### config.mk
export PLATFORM = sky130hd
export DESIGN_NAME = jk_bank_arbiter_flat
export DESIGN_NICKNAME = d
export VERILOG_FILES = /design/src/rtl/jk_pkg.sv /design/src/rtl/jk_bank_arbiter_if.sv /design/src/rtl/jk_ff_cell.sv /design/src/rtl/jk_bank_arbiter.sv /design/src/flat_wrapper.sv
export SDC_FILE = /design/constraint.sdc
export NUM_CORES = 1
export LEC_CHECK = 0
export ABC_AREA = 1
export CORE_UTILIZATION = 52
export DETAILED_ROUTE_END_ITERATION = 6
export PLACE_DENSITY_LB_ADDON = 0.05
export SYNTH_ARGS = -nofsm -noshare
export SYNTH_HDL_FRONTEND = slang
export SYNTH_SLANG_ARGS = --single-unit
### constraint.sdc
create_clock -name clk -period 3.7 [get_ports clk]
set_input_delay 0.555 -clock clk [delete_from_list [all_inputs] [get_ports clk]]
set_output_delay 0.555 -clock clk [all_outputs]
set_load 0.02 [all_outputs]
### src/rtl/jk_pkg.sv
// Shared encodings for the JK bank arbiter: cell commands, FSM states
// and the next-state rule every cell follows.
package jk_pkg;

    localparam logic [1:0] JK_HOLD   = 2'b00;
    localparam logic [1:0] JK_RESET  = 2'b01;
    localparam logic [1:0] JK_SET    = 2'b10;
    localparam logic [1:0] JK_TOGGLE = 2'b11;

    typedef enum logic [1:0] {
        IDLE  = 2'd0,
        APPLY = 2'd1,
        RESP  = 2'd2
    } state_t;

    function automatic logic jk_next(
        input logic       q,
        input logic [1:0] op
    );
        unique case (op)
            JK_HOLD:   return q;
            JK_RESET:  return 1'b0;
            JK_SET:    return 1'b1;
            JK_TOGGLE: return ~q;
            default:   return q;
        endcase
    endfunction

endpackage

### src/rtl/jk_bank_arbiter_if.sv
// Command/response bundle between requesters and the JK bank arbiter.
interface jk_bank_arbiter_if #(
    parameter int NUM_REQ = 4,
    parameter int IDX_W   = 3
);
    logic [NUM_REQ-1:0]       req_valid;
    logic [2*NUM_REQ-1:0]     req_op;
    logic [IDX_W*NUM_REQ-1:0] req_idx;
    logic [NUM_REQ-1:0]       req_ready;
    logic                     rsp_valid;
    logic [NUM_REQ-1:0]       rsp_gnt;
    logic                     rsp_q;
    logic                     rsp_err;

    modport master (
        output req_valid, req_op, req_idx,
        input  req_ready, rsp_valid, rsp_gnt, rsp_q, rsp_err
    );

    modport slave (
        input  req_valid, req_op, req_idx,
        output req_ready, rsp_valid, rsp_gnt, rsp_q, rsp_err
    );
endinterface

### src/rtl/jk_ff_cell.sv
// One clocked JK storage cell with enable and async clear.
module jk_ff_cell (
    input  logic clk,
    input  logic rst_n,
    input  logic j,
    input  logic k,
    input  logic en,
    output logic q
);
    import jk_pkg::*;

    always_ff @(posedge clk or negedge rst_n) begin
        if (!rst_n) begin
            q <= 1'b0;
        end else if (en) begin
            q <= jk_next(q, {j, k});
        end
    end
endmodule

### src/rtl/jk_bank_arbiter.sv
// Round-robin arbiter sharing a bank of JK cells among requesters;
// one command at a time, IDLE -> APPLY -> RESP.
module jk_bank_arbiter #(
    parameter int NUM_REQ  = 4,
    parameter int NUM_BITS = 8,
    parameter int IDX_W    = 3
) (
    input  logic                clk,
    input  logic                rst_n,
    jk_bank_arbiter_if.slave    bus,
    output logic [NUM_BITS-1:0] q_bus,
    output logic                busy
);
    import jk_pkg::*;

    localparam int PTR_W = $clog2(NUM_REQ);

    state_t              state;
    logic [PTR_W-1:0]    ptr;
    logic [PTR_W-1:0]    gnt_q;
    logic [PTR_W-1:0]    pick;
    logic [PTR_W-1:0]    cand;
    logic                pick_hit;
    logic [1:0]          pick_op;
    logic [1:0]          op_q;
    logic [IDX_W-1:0]    pick_idx;
    logic [IDX_W-1:0]    idx_q;
    logic                idx_bad;
    logic                cur_q;
    logic [NUM_BITS-1:0] cell_en;
    logic                rsp_valid_q;
    logic [NUM_REQ-1:0]  rsp_gnt_q;
    logic                rsp_q_q;
    logic                rsp_err_q;

    // First valid requester at or after the pointer, wrapping.
    always_comb begin
        pick_hit = 1'b0;
        pick     = '0;
        cand     = '0;
        pick_op  = '0;
        pick_idx = '0;
        for (int i = 0; i < NUM_REQ; i++) begin
            cand = PTR_W'((int'(ptr) + i) % NUM_REQ);
            for (int r = 0; r < NUM_REQ; r++) begin
                if (!pick_hit && cand == PTR_W'(r) && bus.req_valid[r]) begin
                    pick_hit = 1'b1;
                    pick     = cand;
                    pick_op  = bus.req_op[2*r +: 2];
                    pick_idx = bus.req_idx[IDX_W*r +: IDX_W];
                end
            end
        end
    end

    assign bus.req_ready = (rst_n && state == IDLE && pick_hit)
                         ? (NUM_REQ'(1) << pick) : '0;

    assign idx_bad = (32'(idx_q) >= 32'(NUM_BITS));
    assign cur_q   = q_bus[idx_q];
    assign busy    = (state != IDLE);

    always_comb begin
        cell_en = '0;
        for (int b = 0; b < NUM_BITS; b++) begin
            cell_en[b] = (state == APPLY) && !idx_bad
                       && (idx_q == IDX_W'(b));
        end
    end

    for (genvar b = 0; b < NUM_BITS; b++) begin : g_cell
        jk_ff_cell u_cell (
            .clk   (clk),
            .rst_n (rst_n),
            .j     (op_q[1]),
            .k     (op_q[0]),
            .en    (cell_en[b]),
            .q     (q_bus[b])
        );
    end

    // Response is registered at the same edge the cell updates,
    // so it carries the post-command value computed here.
    always_ff @(posedge clk or negedge rst_n) begin
        if (!rst_n) begin
            state       <= IDLE;
            ptr         <= '0;
            gnt_q       <= '0;
            op_q        <= '0;
            idx_q       <= '0;
            rsp_valid_q <= 1'b0;
            rsp_gnt_q   <= '0;
            rsp_q_q     <= 1'b0;
            rsp_err_q   <= 1'b0;
        end else begin
            rsp_valid_q <= 1'b0;
            rsp_gnt_q   <= '0;
            rsp_q_q     <= 1'b0;
            rsp_err_q   <= 1'b0;
            unique case (state)
                IDLE: begin
                    if (pick_hit) begin
                        op_q  <= pick_op;
                        idx_q <= pick_idx;
                        gnt_q <= pick;
                        ptr   <= (pick == PTR_W'(NUM_REQ - 1))
                               ? '0 : pick + 1'b1;
                        state <= APPLY;
                    end
                end
                APPLY: begin
                    rsp_valid_q <= 1'b1;
                    rsp_gnt_q   <= NUM_REQ'(1) << gnt_q;
                    rsp_q_q     <= idx_bad ? 1'b0 : jk_next(cur_q, op_q);
                    rsp_err_q   <= idx_bad;
                    state       <= RESP;
                end
                RESP: begin
                    state <= IDLE;
                end
                default: begin
                    state <= IDLE;
                end
            endcase
        end
    end

    assign bus.rsp_valid = rsp_valid_q;
    assign bus.rsp_gnt   = rsp_gnt_q;
    assign bus.rsp_q     = rsp_q_q;
    assign bus.rsp_err   = rsp_err_q;
endmodule
### src/flat_wrapper.sv
// flat-port wrapper written by rule: the top's interface ports become plain ports
module jk_bank_arbiter_flat import jk_pkg::*;
#(
    parameter int NUM_REQ  = 4,
    parameter int NUM_BITS = 8,
    parameter int IDX_W    = 3
)
  (clk, rst_n, q_bus, busy, bus_req_valid, bus_req_op, bus_req_idx, bus_req_ready, bus_rsp_valid, bus_rsp_gnt, bus_rsp_q, bus_rsp_err);
  jk_bank_arbiter_if #(.NUM_REQ(NUM_REQ), .IDX_W(IDX_W)) bus_i ();
  input  logic clk;
  input  logic rst_n;
  output logic [NUM_BITS-1:0] q_bus;
  output logic busy;
  input wire logic [$bits(bus_i.req_valid)-1:0] bus_req_valid;
  input wire logic [$bits(bus_i.req_op)-1:0] bus_req_op;
  input wire logic [$bits(bus_i.req_idx)-1:0] bus_req_idx;
  output wire logic [$bits(bus_i.req_ready)-1:0] bus_req_ready;
  output wire logic [$bits(bus_i.rsp_valid)-1:0] bus_rsp_valid;
  output wire logic [$bits(bus_i.rsp_gnt)-1:0] bus_rsp_gnt;
  output wire logic [$bits(bus_i.rsp_q)-1:0] bus_rsp_q;
  output wire logic [$bits(bus_i.rsp_err)-1:0] bus_rsp_err;
  assign bus_i.req_valid = bus_req_valid;
  assign bus_i.req_op = bus_req_op;
  assign bus_i.req_idx = bus_req_idx;
  assign bus_req_ready = bus_i.req_ready;
  assign bus_rsp_valid = bus_i.rsp_valid;
  assign bus_rsp_gnt = bus_i.rsp_gnt;
  assign bus_rsp_q = bus_i.rsp_q;
  assign bus_rsp_err = bus_i.rsp_err;
  jk_bank_arbiter #(.NUM_REQ(NUM_REQ), .NUM_BITS(NUM_BITS), .IDX_W(IDX_W)) u_core (.clk(clk), .rst_n(rst_n), .bus(bus_i), .q_bus(q_bus), .busy(busy));
endmodule
metal_stack.png
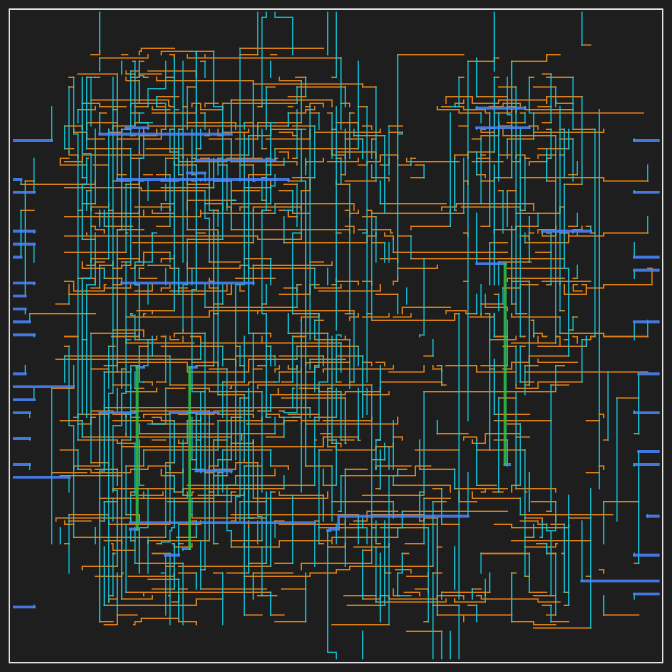
[orange] met1 | wire length: 2530 µm
[green] met4 | wire length: 57.1 µm
[blue] met3 | wire length: 206 µm
[cyan] met2 | wire length: 2850 µm

final_placement.png
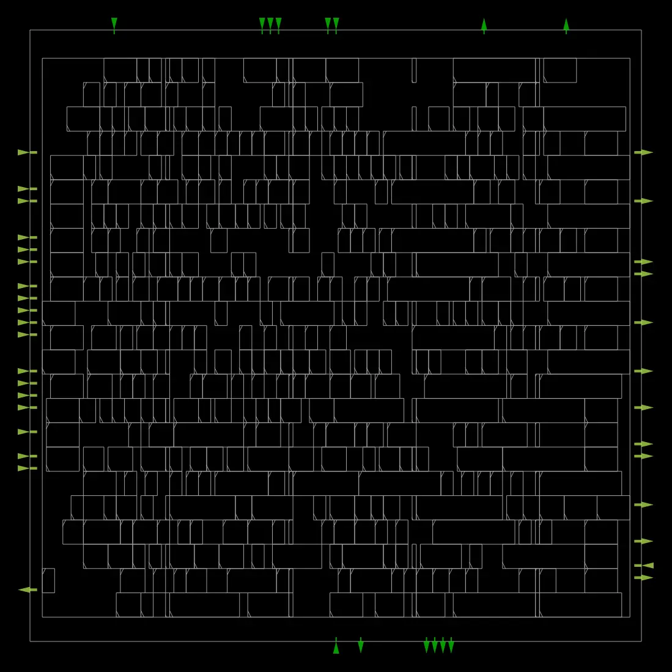
share of the final layout cell area in sequential cells: 21.4%
row count: 23
sequential cell count: 25
Floorplan Core Area: 0.00412 mm²

==> impl_results.html <==
<!-- implementation run metrics -->
<table>
<tr><th>Metric</th><th>Value</th></tr>
<tr><th colspan="2">Worst setup path</th></tr>
<tr><td>End point of the critical path</td><td>bus_req_ready[2]</td></tr>
<tr><th colspan="2">Final timing</th></tr>
<tr><td>Finish-stage setup viols</td><td>0</td></tr>
<tr><td>Unrepaired setup endpoints after global routing</td><td>no</td></tr>
<tr><td>Final setup TNS</td><td>0 ps</td></tr>
<tr><td>Max-slew violation count</td><td>0</td></tr>
<tr><td>Clock period minus final worst setup slack</td><td>3420 ps</td></tr>
<tr><th colspan="2">Synth</th></tr>
<tr><td>Area share of and/or/nand/nor cells after synthesis</td><td>47.5%</td></tr>
<tr><td>Most common reg cell</td><td>sky130_fd_sc_hd__dfrtp_1</td></tr>
<tr><td>Yosys adder share</td><td>3.27%</td></tr>
<tr><th colspan="2">Clock network</th></tr>
<tr><td>Number of buffers created by CTS</td><td>3</td></tr>
<tr><td>Cell chosen for the clock root</td><td>sky130_fd_sc_hd__clkbuf_8</td></tr>
<tr><td>Post-CTS repair timing setup buffer count</td><td>0</td></tr>
<tr><th colspan="2">Status</th></tr>
<tr><td>Result of the run</td><td>completed</td></tr>
<tr><th colspan="2">Route</th></tr>
<tr><td>Residual antenna-violating net count after detailed routing</td><td>0</td></tr>
<tr><td>Wire length on met1</td><td>2.53 mm</td></tr>
<tr><td>Via-per-instance ratio</td><td>5.24</td></tr>
<tr><th colspan="2">Final layout</th></tr>
<tr><td>Clock buffer instance count of the final layout</td><td>4</td></tr>
<tr><td>Share of cells above drive strength 1</td><td>11.2%</td></tr>
<tr><td>Number of filler instances in the final layout</td><td>373</td></tr>
<tr><th colspan="2">Power</th></tr>
<tr><td>Combinational share of power</td><td>71.7%</td></tr>
<tr><td>Power Density</td><td>831 mW/mm²</td></tr>
<tr><td>Power of the sequential group</td><td>0.535 mW</td></tr>
<tr><th colspan="2">Global route</th></tr>
<tr><td>Global-route wire length before repair</td><td>9.58 mm</td></tr>
<tr><td>Gr ovfl total</td><td>0</td></tr>
<tr><th colspan="2">Placement</th></tr>
<tr><td>Routability cong.</td><td>0.858</td></tr>
<tr><th colspan="2">Min path</th></tr>
<tr><td>Class of the worst hold path</td><td>reg2reg</td></tr>
<tr><td>Startpoint of the tightest hold check path</td><td>u_core.state[1]</td></tr>
<tr><th colspan="2">Floorplanning</th></tr>
<tr><td>Chip Height</td><td>68.4 µm</td></tr>
</table>
port_nets.png
Scale bar: 20 µm.
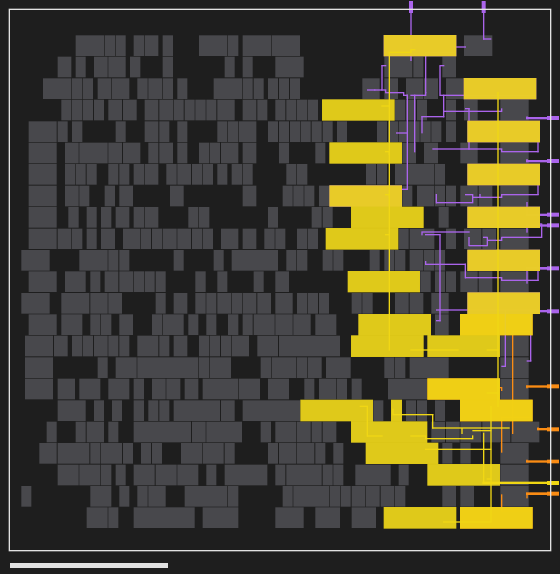
[orange] bus_rsp_gnt | direction: output | edge: east | end cells: 4 | buffers: 4 | wire: 39.5 µm
[yellow] rst_n | direction: input | edge: east | end cells: 26 | buffers: 2 | wire: 172 µm
[purple] q_bus | direction: output | edge: 6 east, 2 north | end cells: 8 | buffers: 8 | wire: 223 µm

drive_strength.png
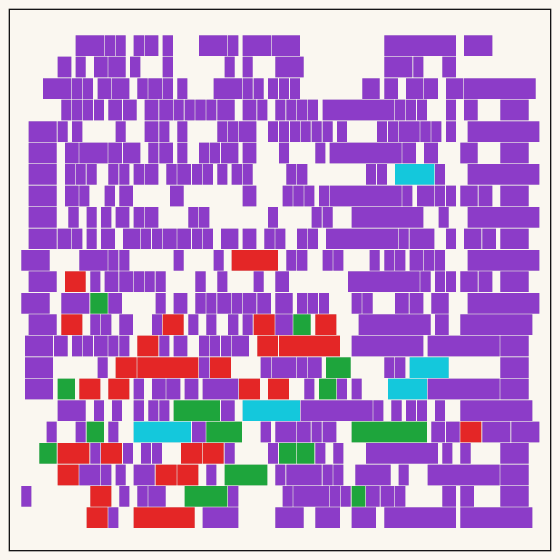
[cyan] drive 6 and up | cells: 5 | share: 1.2% | most used: clkbuf_8
[red] drive 3 to 4 | cells: 27 | share: 6.4% | most used: buf_4
[purple] drive 1 or less | cells: 374 | share: 89% | most used: nand2_1
[green] drive 2 | cells: 15 | share: 3.6% | most used: nor2_2
cell area after layout: 0.00293 mm²
Layout Area Growth over Synthesis: 27.6%
count of plain and timing-repair buffers: 66
least setup slack across all paths after layout: 277 ps

Power figures rest on the tool's default switching activity, not on a simulated workload.
